Figure 1. Metal 1 (run 1).
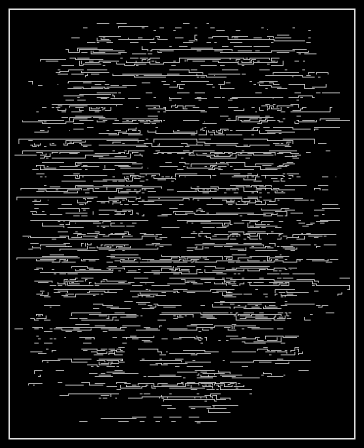
Figure 2. The metal 2 layer (run 1).
Bar = 20 um. Cells faint in the background.
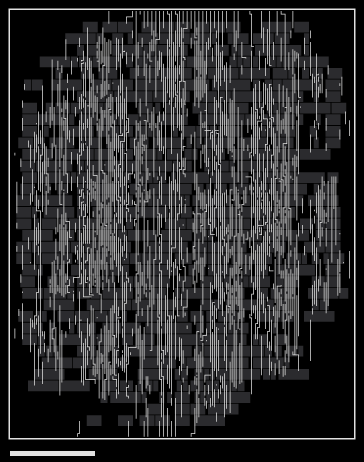
Figure 3. Signal wires on met3 (run 1).
Bar = 20 um.
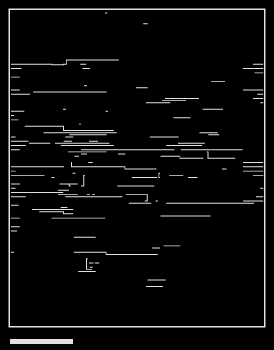
Figure 4. The metal 4 layer (run 1).
Cells faint in the background.
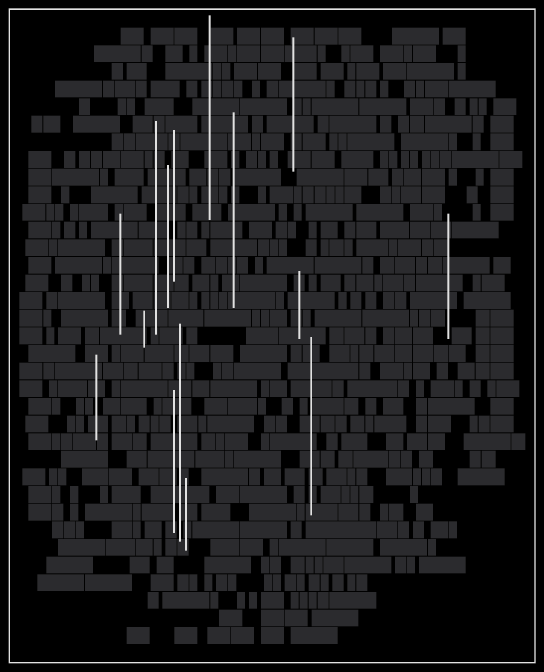
$ cat src/rtl/lut_sweep_pkg.sv
// ---------------------------------------------------------------------------
// lut_sweep_pkg
// Shared definitions for the LUT sweep controller:
//   - state_e        : controller FSM states
//   - *_DEF          : default widths for the controller parameters
//   - LEN_W          : sample-count width
//   - GAIN_SHIFT     : Q1.15 gain scaling shift (optional gain path only)
//   - saturate()     : clamp a signed value into a w-bit signed range
// ---------------------------------------------------------------------------
package lut_sweep_pkg;

  typedef enum logic [1:0] {
    ST_IDLE  = 2'd0,
    ST_RUN   = 2'd1,
    ST_DRAIN = 2'd2
  } state_e;

  localparam int unsigned ADDR_W_DEF = 10;
  localparam int unsigned DATA_W_DEF = 16;
  localparam int unsigned FRAC_W_DEF = 6;
  localparam int unsigned LEN_W      = 16;
  localparam int unsigned GAIN_SHIFT = 15;

  // Clamp x into [-(2^(w-1)), 2^(w-1)-1]; result is returned sign-extended
  // so callers take the low w bits.
  function automatic logic signed [63:0] saturate(input logic signed [63:0] x,
                                                  input int unsigned        w);
    logic signed [63:0] hi;
    logic signed [63:0] lo;
    hi = (64'sd1 <<< (w - 1)) - 64'sd1;
    lo = -(64'sd1 <<< (w - 1));
    if (x > hi) begin
      return hi;
    end else if (x < lo) begin
      return lo;
    end else begin
      return x;
    end
  endfunction

endpackage

$ cat src/rtl/lut_sweep_ctrl_if.sv
// ---------------------------------------------------------------------------
// lut_sweep_ctrl_if
// Output sample stream of the LUT sweep controller (valid/ready handshake).
//   o_data  : sample, DATA_W bits, driven by the controller
//   o_valid : sample present, driven by the controller
//   i_ready : sink can accept, driven by the consumer
// A transfer happens on a rising clock edge where o_valid && i_ready.
// Modports: master (controller side), slave (consumer side).
// ---------------------------------------------------------------------------
interface lut_sweep_ctrl_if
  import lut_sweep_pkg::*;
#(
  parameter int unsigned DATA_W = DATA_W_DEF
) ();

  logic [DATA_W-1:0] o_data;
  logic              o_valid;
  logic              i_ready;

  modport master (
    output o_data,
    output o_valid,
    input  i_ready
  );

  modport slave (
    input  o_data,
    input  o_valid,
    output i_ready
  );

endinterface

$ cat src/rtl/lut_sweep_acc.sv
// ---------------------------------------------------------------------------
// lut_sweep_acc
// Phase accumulator for the LUT sweep. Wraps modulo 2^W.
// Ports:
//   i_clk   : clock, rising edge
//   i_rst   : synchronous active-high reset, clears the accumulator
//   i_load  : clear the accumulator to zero (start of a sweep)
//   i_en    : add i_step to the accumulator
//   i_step  : phase increment (integer.fraction)
//   o_acc   : current accumulator value
// i_load has priority over i_en.
// ---------------------------------------------------------------------------
module lut_sweep_acc #(
  parameter int unsigned W = 16
) (
  input  logic         i_clk,
  input  logic         i_rst,
  input  logic         i_load,
  input  logic         i_en,
  input  logic [W-1:0] i_step,
  output logic [W-1:0] o_acc
);

  logic [W-1:0] acc_q;
  logic [W-1:0] acc_d;

  always_comb begin
    acc_d = acc_q;
    if (i_load) begin
      acc_d = '0;
    end else if (i_en) begin
      // Natural W-bit overflow gives the modulo wrap.
      acc_d = acc_q + i_step;
    end
  end

  always_ff @(posedge i_clk) begin
    if (i_rst) begin
      acc_q <= '0;
    end else begin
      acc_q <= acc_d;
    end
  end

  assign o_acc = acc_q;

endmodule

$ cat src/rtl/lut_sweep_ctrl.sv
// ---------------------------------------------------------------------------
// lut_sweep_ctrl
// Sweeps a combinational lookup table with a fractional phase accumulator
// and streams the samples out over a valid/ready handshake.
//
// Ports:
//   i_clk       : clock, rising edge
//   i_rst       : synchronous active-high reset
//   i_start     : start pulse, honoured only in IDLE and only without i_stop
//   i_stop      : stop request, ends RUN early
//   i_step      : phase increment (ADDR_W.FRAC_W), latched at start
//   i_len       : sample count, 0 = run until stop, latched at start
//   o_lut_addr  : LUT address = integer part of the phase accumulator
//   i_lut_data  : LUT read data for o_lut_addr, same cycle
//   i_gain      : Q1.15 gain latched at start (LUT_SWEEP_GAIN_EN builds only)
//   o_busy      : high whenever the FSM is not in IDLE
//   o_done      : one-cycle pulse once the last sample has been handed off
//   out_if      : sample stream (o_data / o_valid / i_ready), master side
//
// Optional feature: define LUT_SWEEP_GAIN_EN to add i_gain and scale every
// sample by (data*gain)>>>15 with saturation; latency is unchanged.
// ---------------------------------------------------------------------------
module lut_sweep_ctrl
  import lut_sweep_pkg::*;
#(
  parameter int unsigned ADDR_W = ADDR_W_DEF,
  parameter int unsigned DATA_W = DATA_W_DEF,
  parameter int unsigned FRAC_W = FRAC_W_DEF
) (
  input  logic                     i_clk,
  input  logic                     i_rst,
  input  logic                     i_start,
  input  logic                     i_stop,
  input  logic [ADDR_W+FRAC_W-1:0] i_step,
  input  logic [LEN_W-1:0]         i_len,
  output logic [ADDR_W-1:0]        o_lut_addr,
  input  logic [DATA_W-1:0]        i_lut_data,
`ifdef LUT_SWEEP_GAIN_EN
  input  logic [DATA_W-1:0]        i_gain,
`endif
  output logic                     o_busy,
  output logic                     o_done,
  lut_sweep_ctrl_if.master         out_if
);

  localparam int unsigned PH_W = ADDR_W + FRAC_W;

  state_e            state_q, state_d;
  logic [PH_W-1:0]   step_q, step_d;
  logic [LEN_W-1:0]  len_q, len_d;
  logic [LEN_W-1:0]  count_q, count_d;
  logic [LEN_W-1:0]  count_inc;
  logic [DATA_W-1:0] data_q, data_d;
  logic              valid_q, valid_d;
  logic              done_q, done_d;

  logic [PH_W-1:0]   acc;
  logic              acc_load;
  logic              acc_en;
  logic              xfer;
  logic              slot_free;
  logic [DATA_W-1:0] sample;
  logic              unused_frac;

  // -------------------------------------------------------------------------
  // Phase accumulator
  // -------------------------------------------------------------------------
  lut_sweep_acc #(
    .W (PH_W)
  ) u_acc (
    .i_clk  (i_clk),
    .i_rst  (i_rst),
    .i_load (acc_load),
    .i_en   (acc_en),
    .i_step (step_q),
    .o_acc  (acc)
  );

  assign o_lut_addr  = acc[PH_W-1:FRAC_W];
  assign unused_frac = ^acc[FRAC_W-1:0];

  // -------------------------------------------------------------------------
  // Sample path (optional gain)
  // -------------------------------------------------------------------------
`ifdef LUT_SWEEP_GAIN_EN
  logic signed [DATA_W-1:0]   gain_q, gain_d;
  logic signed [2*DATA_W-1:0] prod;
  logic signed [63:0]         scaled;
  logic signed [63:0]         clipped;
  logic                       unused_clip;

  assign prod        = $signed(i_lut_data) * gain_q;
  assign scaled      = 64'(prod >>> GAIN_SHIFT);
  assign clipped     = saturate(scaled, DATA_W);
  assign sample      = clipped[DATA_W-1:0];
  assign unused_clip = ^clipped[63:DATA_W];

  always_comb begin
    gain_d = gain_q;
    if (state_q == ST_IDLE && i_start && !i_stop) begin
      gain_d = $signed(i_gain);
    end
  end

  always_ff @(posedge i_clk) begin
    if (i_rst) begin
      gain_q <= '0;
    end else begin
      gain_q <= gain_d;
    end
  end
`else
  assign sample = i_lut_data;
`endif

  // -------------------------------------------------------------------------
  // Handshake helpers
  // -------------------------------------------------------------------------
  assign xfer      = valid_q && out_if.i_ready;
  assign slot_free = !valid_q || out_if.i_ready;
  assign count_inc = count_q + LEN_W'(1);

  // -------------------------------------------------------------------------
  // FSM next-state and datapath control
  // -------------------------------------------------------------------------
  always_comb begin
    state_d  = state_q;
    step_d   = step_q;
    len_d    = len_q;
    count_d  = count_q;
    data_d   = data_q;
    valid_d  = valid_q;
    done_d   = 1'b0;
    acc_load = 1'b0;
    acc_en   = 1'b0;

    // A consumed sample frees the output register; a capture below in the
    // same cycle re-arms it.
    if (xfer) begin
      valid_d = 1'b0;
    end

    unique case (state_q)
      ST_IDLE: begin
        if (i_start && !i_stop) begin
          state_d  = ST_RUN;
          step_d   = i_step;
          len_d    = i_len;
          count_d  = '0;
          acc_load = 1'b1;
        end
      end

      ST_RUN: begin
        if (slot_free) begin
          data_d  = sample;
          valid_d = 1'b1;
          acc_en  = 1'b1;
          count_d = count_inc;
        end
        // The capture made in the stop cycle (or the final counted one) is
        // still delivered from DRAIN.
        if (i_stop || (slot_free && (len_q != '0) && (count_inc == len_q))) begin
          state_d = ST_DRAIN;
        end
      end

      ST_DRAIN: begin
        if (!valid_q || xfer) begin
          done_d  = 1'b1;
          state_d = ST_IDLE;
        end
      end

      default: begin
        state_d = ST_IDLE;
      end
    endcase
  end

  // -------------------------------------------------------------------------
  // State registers
  // -------------------------------------------------------------------------
  always_ff @(posedge i_clk) begin
    if (i_rst) begin
      state_q <= ST_IDLE;
      step_q  <= '0;
      len_q   <= '0;
      count_q <= '0;
      data_q  <= '0;
      valid_q <= 1'b0;
      done_q  <= 1'b0;
    end else begin
      state_q <= state_d;
      step_q  <= step_d;
      len_q   <= len_d;
      count_q <= count_d;
      data_q  <= data_d;
      valid_q <= valid_d;
      done_q  <= done_d;
    end
  end

  assign out_if.o_data  = data_q;
  assign out_if.o_valid = valid_q;
  assign o_busy         = (state_q != ST_IDLE);
  assign o_done         = done_q;

endmodule

$ cat src/flat_wrapper.sv
// flat-port wrapper written by rule: the top's interface ports become plain ports
module lut_sweep_ctrl_flat import lut_sweep_pkg::*;
#(
  parameter int unsigned ADDR_W = ADDR_W_DEF,
  parameter int unsigned DATA_W = DATA_W_DEF,
  parameter int unsigned FRAC_W = FRAC_W_DEF
)
  (i_clk, i_rst, i_start, i_stop, i_step, i_len, o_lut_addr, i_lut_data, o_busy, o_done, out_if_o_data, out_if_o_valid, out_if_i_ready);
  lut_sweep_ctrl_if #(.DATA_W(DATA_W)) out_if_i ();
  input  logic i_clk;
  input  logic i_rst;
  input  logic i_start;
  input  logic i_stop;
  input  logic [ADDR_W+FRAC_W-1:0] i_step;
  input  logic [LEN_W-1:0] i_len;
  output logic [ADDR_W-1:0] o_lut_addr;
  input  logic [DATA_W-1:0] i_lut_data;
  output logic o_busy;
  output logic o_done;
  output wire logic [$bits(out_if_i.o_data)-1:0] out_if_o_data;
  output wire logic [$bits(out_if_i.o_valid)-1:0] out_if_o_valid;
  input wire logic [$bits(out_if_i.i_ready)-1:0] out_if_i_ready;
  assign out_if_o_data = out_if_i.o_data;
  assign out_if_o_valid = out_if_i.o_valid;
  assign out_if_i.i_ready = out_if_i_ready;
  lut_sweep_ctrl #(.ADDR_W(ADDR_W), .DATA_W(DATA_W), .FRAC_W(FRAC_W)) u_core (.i_clk(i_clk), .i_rst(i_rst), .i_start(i_start), .i_stop(i_stop), .i_step(i_step), .i_len(i_len), .o_lut_addr(o_lut_addr), .i_lut_data(i_lut_data), .o_busy(o_busy), .o_done(o_done), .out_if(out_if_i));
endmodule
$ cat config.mk
export PLATFORM = sky130hd
export DESIGN_NAME = lut_sweep_ctrl_flat
export DESIGN_NICKNAME = d
export VERILOG_FILES = /design/src/rtl/lut_sweep_pkg.sv /design/src/rtl/lut_sweep_ctrl_if.sv /design/src/rtl/lut_sweep_acc.sv /design/src/rtl/lut_sweep_ctrl.sv /design/src/flat_wrapper.sv
export SDC_FILE = /design/constraint.sdc
export NUM_CORES = 1
export LEC_CHECK = 0
export CAP_MARGIN = 20
export CORE_ASPECT_RATIO = 1.25
export CORE_UTILIZATION = 57
export DETAILED_ROUTE_END_ITERATION = 6
export PLACE_DENSITY = 0.95
export REMOVE_ABC_BUFFERS = 1
export SLEW_MARGIN = 20
export SYNTH_ARGS = -nofsm -noshare
export SYNTH_HDL_FRONTEND = slang
export SYNTH_HIERARCHICAL = 1
export SYNTH_SLANG_ARGS = --single-unit
$ cat constraint.sdc
create_clock -name i_clk -period 5.39 [get_ports i_clk]
set_clock_uncertainty 0.1 [all_clocks]
set_input_delay 0.539 -clock i_clk [delete_from_list [all_inputs] [get_ports i_clk]]
set_output_delay 0.539 -clock i_clk [all_outputs]
set_load 0.02 [all_outputs]
==> job_summary.md, run 1 <==
### Flow metrics

| Metric | Value |
|---|---|
| Status | complete, no violations |
| Total power | 1.30 mW |
| Total sequential power | 0.655 mW |
| Log Warnings | 26 |
| GR Overflow Total | 0 |
| DIE WIDTH | 80.9 um |
| Vias/cell | 6.00 |
| Final hold viol count | 0 |
| RSZ-0062 raised after global routing | false |
| Synthesized area | 0.00443 sq mm |
| Post-synth top cells | nand2_1 (119), dfxtp_1 (84), a21oi_1 (76) |
| Reg2reg end | u_core/u_acc/o_acc[15]$_SDFFE_PP0P_ |
| Internal | 0.942 mW |
| Switching Share | 27.6% |
| Max FO, Critical Path | 22 |
| Nonclk inv count | 9 |
| Yosys warning tally | 6 |
| Detailed placer's ending HPWL | 7.81 mm |
| Top Layout Cells | nand2_1 (119), dfxtp_1 (84), clkdlybuf4s50_1 (80) |
| Arr. time, crit path | 2.96 ns |
| Main logic family | simple AND/OR/NAND/NOR gates |
| Syn-to-layout area delta | 23.3% |
| Post-synth regs | 84 |
| Met3 GRT Util | 4.98% |
| Post-Route M1 WL | 4.24 mm |
| Worst Hold Class | reg2reg |
| TritonCTS clock tree | built |
| CP endpoint kind | register |
| Fin Setup TNS | 0 ns |
| Critical path data required time | 5.55 ns |
| Rows | 35 |
| Async set-or-reset flop fraction in the synthesized netlist | 0% |
| Synth Area in Simple Gates | 24.7% |
| Final critical-path share of the clock period | 52.1% |
| Placed Cells | 703 |
| Hold Crit Depth | 2 |
| Sequential share of cell area | 30.8% |
| Post-CTS Resized | 0 |
| Mux frac, synth | 2.48% |
| Final slew viol count | 0 |
| Largest area class, layout | logic gates |
| DR WL/cell | 15.5 um |
| Layout Nets | 692 |
| Port bufs | 81 |
| Hold Crit Start | u_core/out_if.o_data[8]$_SDFFE_PP0P_ |
| Area fraction in compound gates | 20.0% |
| Clock power frac | 36.4% |
| Clk sinks | 84 |
| Post-Syn Area per Cell | 8.00 sq um |
| Vias in the first global route | 4069 |
| Initial DRC Count | 335 |
| EDFF count, synth | 0 |
| Clock latency on the worst-skew pair | 0.36 ns |
| Xor/xnor share | 5.73% |
| Worst slew pin tran | 0.712 ns |
| GRT busiest layer | met2 |
| Root Buffer | clkbuf_8 |
| Synth top cell by count | nand2_1 |
| Core Area | 0.00744 sq mm |
| Proportion of cell area spent on the clock network | 3.78% |
| Reported leakage power | 2.06 nW |
| DRC | 0 |
| Comb area | 0.00258 sq mm |
| Share of cells above drive strength 1 | 8.45% |
| Place WS | 2.26 ns |
| Clock Pin Slew Worst Setup and Hold Paths | 0.10 ns |
| Routed Wire Length | 11.2 mm |
| Slowest cell on crit path | or4b_2 |
| Clock Path Buffers | 2 |
| # Cells Yosys | 554 |
| DR WL met2 | 5.84 mm |
| Top area cell types | dfxtp_1 (38%), nand2_1 (10%), a21oi_1 (8.6%) |
| Initial antenna violation count | 0 |
| Combinational group share of total power | 13.3% |
| Dominant power group | registers |
| Metal3 WL | 764 um |
| Final setup violation count | 0 |
| Type of origin of the critical path | input port |
| Post-Synth Adder-Cell Area | 5.19% |
| Top Layer Used | met4 |
| Num tapcells | 92 |
| Power per cell area | 238 mW/mm^2 |
| Setup CP Type | in2reg |
| Sequential-to-total area share from yosys stat | 37.9% |
| Max-area cell share | 37.9% |
| Max_slew headroom | 52.5% |
| CP Capture Point | u_core/u_acc/o_acc[14]$_SDFFE_PP0P_ |
| Largest area contributor in the netlist | dfxtp_1 |
| Combinational share of cell area | 47.1% |
| Clock buf count | 9 |
| Die Height | 101 um |
| Post-layout minimum cycle time | 2.81 ns |
| Maxcap violations | 0 |
| GRT met1 Usage | 32.2% |
| H-tree levels | 3 |
| Via Count | 4315 |
| DR pass1 iterations | 5 |
| Psw | 0.359 mW |
| Crit path cell chain | clkdlybuf4s50_1 -> or4b_2 -> clkinv_1 -> buf_4 -> or2_2 -> nor2_1 -> a211o_1 |
| CTS buffer count | 9 |
| Routability Congestion | 0.893 |
| Clk power | 0.474 mW |
| Worst VDD drop | 0.163 mV |
| Pin count of the biggest net entering global routing | 72 |
| Fp_density | 59.5% |
| Worst setup margin | 2.58 ns |
| Synth Flop Type | dfxtp_1 |
| Reg power frac | 50.3% |
| CP max stage delay | 0.66 ns |
| Registers | 84 |
| Global-route wire length before repair | 18.3 mm |
| Overall Global Routing Usage | 28.7% |
| GR Layer Usage met2 | 51.8% |
| Cells on worst reg2reg path | 10 |
| Final Instance Count excl. Fillers | 719 |
| Hold Path End | u_core/out_if.o_data[8]$_SDFFE_PP0P_ |
| R2R setup slack | 2.70 ns |
| Fmax | 0.356 GHz |
| Yosys chip area | 0.00443 sq mm |
| Bufs w/o clock | 87 |
| Multi-In Gates | 431 |
| Post-Synthesis Cells | 554 |
| Ant. Diodes | 0 |
| Antenna viol nets, final | 0 |
| Fill cell count | 555 |
| Comb group | 0.172 mW |
| Yosys cell types | 69 |
| Die ar. | 0.00813 sq mm |
| Crit path from | i_start |
| Setup bufs post-CTS | 0 |
| Dominant logic cell type in the layout | nand2_1 |
| # hold bufs at CTS | 0 |
| Non-clk buf share | 15.6% |
## Picture notes: Figure 1
The layer holds 38% of the routed length. The wires run mostly horizontal. The longest straight run is 28.1 um. The layer carries 4240 um of wire. 621 nets have wire on it.

## Picture notes: Figure 2
The layer holds 52% of the routed length. 623 nets have wire on it. The longest straight run is 33.5 um. The layer carries 5840 um of wire. The wires run mostly vertical.

## Picture notes: Figure 3
The longest straight run is 29.4 um. The layer carries 764 um of wire. 87 nets have wire on it. The wires run mostly horizontal. The layer holds 6.9% of the routed length.

## Picture notes: Figure 4
13 nets have wire on it. The wires run mostly vertical. The layer carries 318 um of wire. The layer holds 2.9% of the routed length.

==> run 1: metrics by stage <==
| stage | utilization [%] | instance area (sq um) | hold slack [ns] |
|---|---|---|---|
| 5_1_grt | 73.4 | 5470 | 0.389 |
| 2_1_floorplan | - | 4290 | 0.335 |
| 3_5_place_dp | 70.6 | 5260 | 0.347 |
| 6_report | 73.4 | 5470 | 0.357 |
| 3_3_place_gp | 70.6 | 5260 | 0.341 |
| 4_1_cts | 73.4 | 5470 | 0.361 |
==> run 1: critical path: cells and delay by family <==
family | cells | cell delay (ns)
AND/OR/NAND/NOR | 3 | 1.09
buffers and inverters | 3 | 1.04
AND-OR/OR-AND | 1 | 0.29
Figure 5. Routing congestion (run 1).
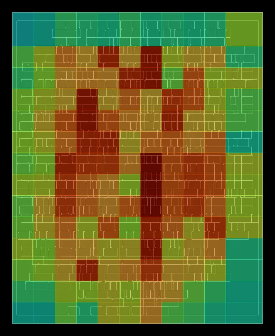

--- run 2 (diff from run 1) ---
--- a/config.mk
+++ b/config.mk
@@ -7,9 +7,9 @@
 export LEC_CHECK = 0
 export CAP_MARGIN = 20
 export CORE_ASPECT_RATIO = 1.25
-export CORE_UTILIZATION = 57
+export CORE_UTILIZATION = 53
 export DETAILED_ROUTE_END_ITERATION = 6
-export PLACE_DENSITY = 0.95
+export PLACE_DENSITY = 0.91
 export REMOVE_ABC_BUFFERS = 1
 export SLEW_MARGIN = 20
 export SYNTH_ARGS = -nofsm -noshare
==> constraint.sdc (replaced) <==
create_clock -name i_clk -period 2.67 [get_ports i_clk]
set_clock_uncertainty 0.1 [all_clocks]
set_input_delay 0.267 -clock i_clk [delete_from_list [all_inputs] [get_ports i_clk]]
set_output_delay 0.267 -clock i_clk [all_outputs]
set_load 0.02 [all_outputs]
Figure 6. Routing congestion (run 2).
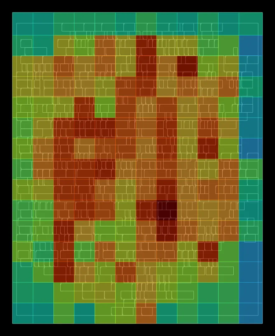
Core Util, Final: 69.2%
Overall Global Routing Usage: 27.0%

Figure 7. Signal wires on met3 (run 2).
Bar = 20 um.
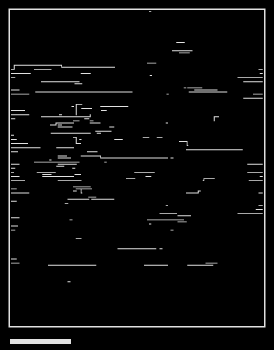
100 nets have wire on it. The layer holds 5.2% of the routed length. The longest straight run is 31.7 um.

==> run 2 against run 1 <==
Net effect:
- clock power increased by about 80%
- design area increased by 0.34%
- sequential share of layout area shrank 0.11 points
- core utilization fell by 4.2 points
- critical endpoint is now u_core/u_acc/o_acc[10]$_SDFFE_PP0P_
- area after synthesis unchanged
- register-to-register slack worse by 2.5 ns
- sequential cell count unchanged
- first-iteration DRC count increased by 13%
- count of clock-buffer cells in the layout up 1
==> job_summary.md, run 2 <==
### Flow metrics

| Metric | Value |
|---|---|
| DR WL/cell | 15.7 um |
| Maxcap violations | 0 |
| CTS buffer count | 9 |
| Crit path cell chain | ha_1 -> fa_1 -> a21oi_1 -> o21ai_1 -> a221oi_2 -> a21oi_1 -> xnor2_1 -> o21ai_0 |
| TritonCTS clock tree | built |
| Xor/xnor share | 5.73% |
| Fmax | 0.407 GHz |
| Status | complete, no violations |
| Main logic family | simple AND/OR/NAND/NOR gates |
| Worst VDD drop | 0.270 mV |
| Post-synth top cells | nand2_1 (119), dfxtp_1 (84), a21oi_1 (76) |
| RSZ-0062 raised after global routing | false |
| Synth Flop Type | dfxtp_1 |
| Routability Congestion | 1.04 |
| Clk power | 0.853 mW |
| Via Count | 4299 |
| Yosys cell types | 69 |
| Initial antenna violation count | 0 |
| CP endpoint kind | register |
| Vias/cell | 5.91 |
| Antenna viol nets, final | 0 |
| Psw | 0.700 mW |
| Vias in the first global route | 4087 |
| Post-layout minimum cycle time | 2.46 ns |
| Max-area cell share | 37.9% |
| Yosys chip area | 0.00443 sq mm |
| Global-route wire length before repair | 19.2 mm |
| Clock Pin Slew Worst Setup and Hold Paths | 0.09 ns |
| Crit path from | u_core/step_q[0]$_SDFFE_PP0P_ |
| Final hold viol count | 0 |
| Setup bufs post-CTS | 0 |
| Detailed placer's ending HPWL | 8.30 mm |
| Log Warnings | 25 |
| Area after DPL | 0.00530 sq mm |
| Worst slew pin tran | 0.677 ns |
| Yosys warning tally | 6 |
| Dominant logic cell type in the layout | nand2_1 |
| Die Height | 104 um |
| Synthesized area | 0.00443 sq mm |
| Area fraction in compound gates | 20.0% |
| DRC | 0 |
| Setup CP Type | reg2reg |
| # Cells Yosys | 554 |
| Port bufs | 81 |
| DR pass1 iterations | 5 |
| Max_slew headroom | 54.9% |
| Total power | 2.53 mW |
| Clock Path Buffers | 2 |
| Switching Share | 27.7% |
| Type of origin of the critical path | register |
| Post-synth regs | 84 |
| Top area cell types | dfxtp_1 (38%), nand2_1 (10%), a21oi_1 (8.6%) |
| Critical path data required time | 2.84 ns |
| Reg2reg end | u_core/u_acc/o_acc[10]$_SDFFE_PP0P_ |
| Largest area contributor in the netlist | dfxtp_1 |
| Dominant power group | registers |
| Ant. Diodes | 0 |
| Reg power frac | 52.2% |
| Hold Crit Depth | 2 |
| Arr. time, crit path | 2.63 ns |
| Post-Syn Area per Cell | 8.00 sq um |
| Post-Synthesis Cells | 554 |
| Clk sinks | 84 |
| Worst setup margin | 0.212 ns |
| Slowest cell on crit path | fa_1 |
| Syn-to-layout area delta | 23.7% |
| CP Buf/Inv Count | 0 |
| Total sequential power | 1.32 mW |
| Max FO, Critical Path | 3 |
| H-tree levels | 3 |
| Final critical-path share of the clock period | 92.0% |
| Root Buffer | clkbuf_8 |
==> run 2: cell counts after synthesis <==
Identical to the previous run, type by type.
==> run 2: area by class of cell <==
cell class	instances	area, sq um
flip-flops and latches	84	1680
inverters	9	35.0
well taps	95	119
fillers	613	2440
clock buffers	10	138
repair buffers	92	888
clock inverters	6	46.3
multi-input cells	431	2580
==> run 2: per-layer routing <==
layer	GRT usage, %	vias up	routed length, um
met1	31.8	1992	4490
met5	0	-	0
met2	48.1	190	6030
met3	3.33	34	600
li1	-	2083	-
met4	12.7	0	328
==> run 2: worst reg2reg max path: cells and delay by family, from the launching register on <==
family          cells  cell delay, ns
compound gates      5            1.15
fa+ha+maj           2            0.68
flops               1            0.32
xor+xnor            1            0.15
Figure 8. The metal 4 layer (run 2).
Cells faint in the background.
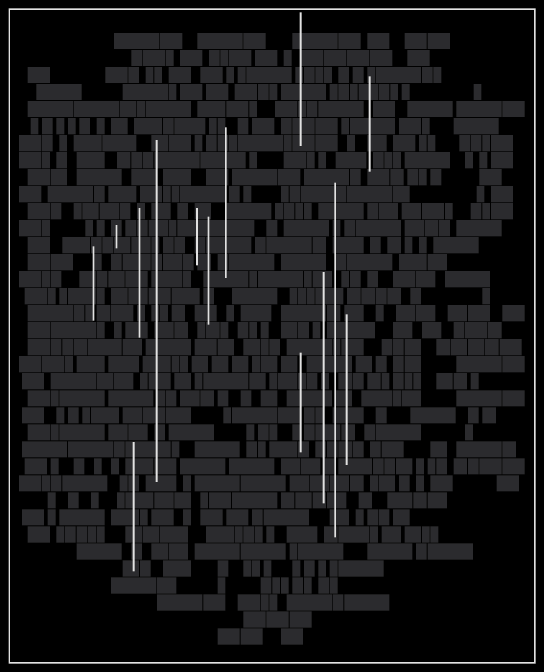

--- run 3 (diff from run 2) ---
--- a/config.mk
+++ b/config.mk
@@ -11,6 +11,7 @@
 export DETAILED_ROUTE_END_ITERATION = 6
 export PLACE_DENSITY = 0.91
 export REMOVE_ABC_BUFFERS = 1
+export SETUP_SLACK_MARGIN = 0.4
 export SLEW_MARGIN = 20
 export SYNTH_ARGS = -nofsm -noshare
 export SYNTH_HDL_FRONTEND = slang
Figure 9. The metal 4 layer (run 3).
Cells faint in the background.
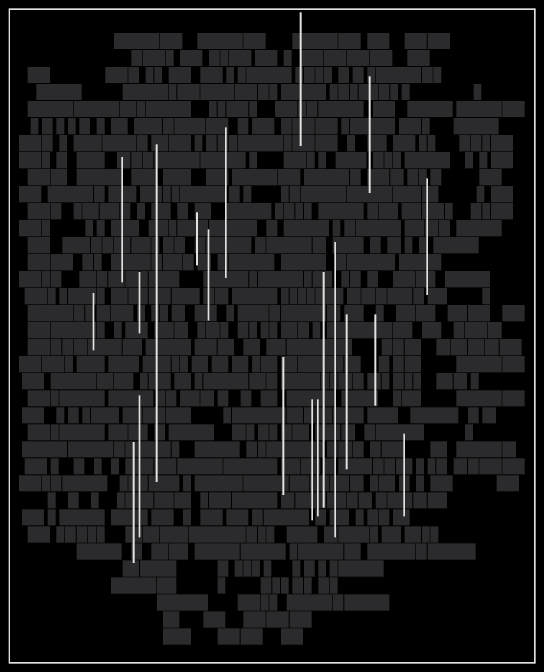
The wires run mostly vertical. The longest straight run is 53.7 um. The layer carries 433 um of wire. 18 nets have wire on it. The layer holds 3.7% of the routed length.

Figure 10. Signal wires on met3 (run 3).
Bar = 20 um.
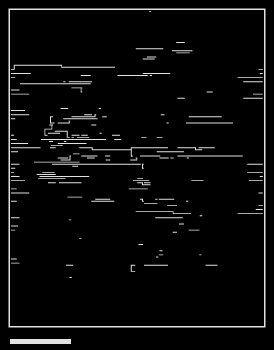
The layer carries 694 um of wire. The layer holds 5.9% of the routed length. 113 nets have wire on it.

==> run 3 against run 2 <==
Net effect:
- total power rose by 0.46%
- non-clock buffer count rose by 7
- first-iteration DRC count rose by 2.7%
- global-route usage rose by 0.067 points
- critical path type unchanged
- critical endpoint is now u_core/count_q[2]$_SDFFE_PP0P_
==> job_summary.md, run 3 <==
### Flow metrics

| Metric | Value |
|---|---|
| Final slew viol count | 0 |
| Arr. time, crit path | 2.35 ns |
| Dominant logic cell type in the layout | nand2_1 |
| GR Overflow Total | 0 |
| Post-Syn Area per Cell | 8.00 sq um |
| Fp_density | 55.9% |
| Crit path cell chain | or4b_2 -> clkinv_1 -> buf_4 -> nor2_2 -> o21ai_0 -> a21oi_1 |
| Vias/cell | 6.04 |
| Yosys cell types | 69 |
| DR WL met2 | 6.17 mm |
| Synth top cell by count | nand2_1 |
| GRT busiest layer | met2 |
| Rows | 36 |
| Fin area | 0.00564 sq mm |
| Final Instance Count excl. Fillers | 734 |
| Total power | 2.54 mW |
| # hold bufs at CTS | 0 |
| Switching Share | 27.9% |
| Sequential-to-total area share from yosys stat | 37.9% |
| CP Buf/Inv Count | 2 |
| Initial antenna violation count | 0 |
| Detailed placer's ending HPWL | 8.30 mm |
| Layout Nets | 704 |
| DR pass1 iterations | 5 |
| Worst setup margin | 0.440 ns |
| Post-Synth Adder-Cell Area | 5.19% |
| Clock power frac | 33.7% |
| Crit path from | u_core/state_q[1]$_SDFFE_PP0P_ |
| Hold Path End | u_core/len_q[10]$_SDFFE_PP0P_ |
| Ant. Diodes | 0 |
| Share of cells above drive strength 1 | 13.3% |
| Post-Synthesis Cells | 554 |
| CP max stage delay | 0.78 ns |
| Power per cell area | 451 mW/mm^2 |
| Top area cell types | dfxtp_1 (38%), nand2_1 (10%), a21oi_1 (8.6%) |
| Routed Wire Length | 11.8 mm |
| H-tree levels | 3 |
| Overall Global Routing Usage | 27.1% |
| Initial DRC Count | 387 |
| Global-route wire length before repair | 19.3 mm |
| Post-CTS Resized | 7 |
| Clk sinks | 84 |
| Top Layer Used | met4 |
| Main logic family | simple AND/OR/NAND/NOR gates |
| Psw | 0.709 mW |
| Syn-to-layout area delta | 27.2% |
| Worst VDD drop | 0.271 mV |
| Mux frac, synth | 2.48% |
| DR WL/cell | 16.1 um |
| Fin Setup TNS | 0 ns |
| Yosys warning tally | 6 |
| Critical path depth in cells | 6 |
| Area after DPL | 0.00530 sq mm |
| Pin count of the biggest net entering global routing | 66 |
| Internal | 1.83 mW |
| Maxcap violations | 0 |
| Combinational group share of total power | 14.4% |
| R2R setup slack | 0.44 ns |
| Final critical-path share of the clock period | 83.5% |
| GR Layer Usage met2 | 48.5% |
| Worst Hold Class | in2reg |
| Status | complete, no violations |
| Hold_ws | 0.0841 ns |
| Reg power frac | 52.0% |
| CP endpoint kind | register |
| GRT met1 Usage | 31.9% |
| # Cells Yosys | 554 |
| Met3 GRT Util | 3.17% |
| Synth Area in Simple Gates | 24.7% |
| Antenna viol nets, final | 0 |
| Area fraction in compound gates | 20.0% |
| Die Height | 104 um |
| Yosys chip area | 0.00443 sq mm |
| Via Count | 4434 |
| RSZ-0062 raised after global routing | false |
| Place WS | 0.205 ns |
| Cells on worst reg2reg path | 6 |
| Post-synth regs | 84 |
| Largest area contributor in the netlist | dfxtp_1 |
| Setup CP Type | reg2reg |
| Type of origin of the critical path | register |
| Core Area | 0.00793 sq mm |
| Async set-or-reset flop fraction in the synthesized netlist | 0% |
| DRC | 0 |
| CTS buffer count | 9 |
| Post-synth top cells | nand2_1 (119), dfxtp_1 (84), a21oi_1 (76) |
| Synth Flop Type | dfxtp_1 |
| Post-Route M1 WL | 4.55 mm |
| Critical path data required time | 2.79 ns |
| Post-layout minimum cycle time | 2.23 ns |
-- run 3: power by group through the flow --
stage	combinational, mW	sequential, mW	clock, mW
after floorplan	0.162	1.36	0
after global placement	0.341	1.35	0
after detailed placement	0.352	1.35	0
after CTS	0.355	1.32	0.866
after global routing	0.396	1.33	0.926
final	0.366	1.32	0.856
-- run 3: layout make-up --
type | count | area, sq um
flip-flops and latches | 84 | 1700
fillers | 574 | 2290
multi-input cells | 431 | 2660
inverters | 9 | 35.0
clock buffers | 10 | 138
well taps | 95 | 119
repair buffers | 99 | 941
clock inverters | 6 | 46.3
-- run 3: worst register-to-register path: cells and delay by family (launching register included) --
kind	cells	cell delay [ns]
buf+inv	2	0.33
simple gates	2	0.90
flops	1	0.38
compound gates	2	0.38
Power and IR drop assume default switching activity.
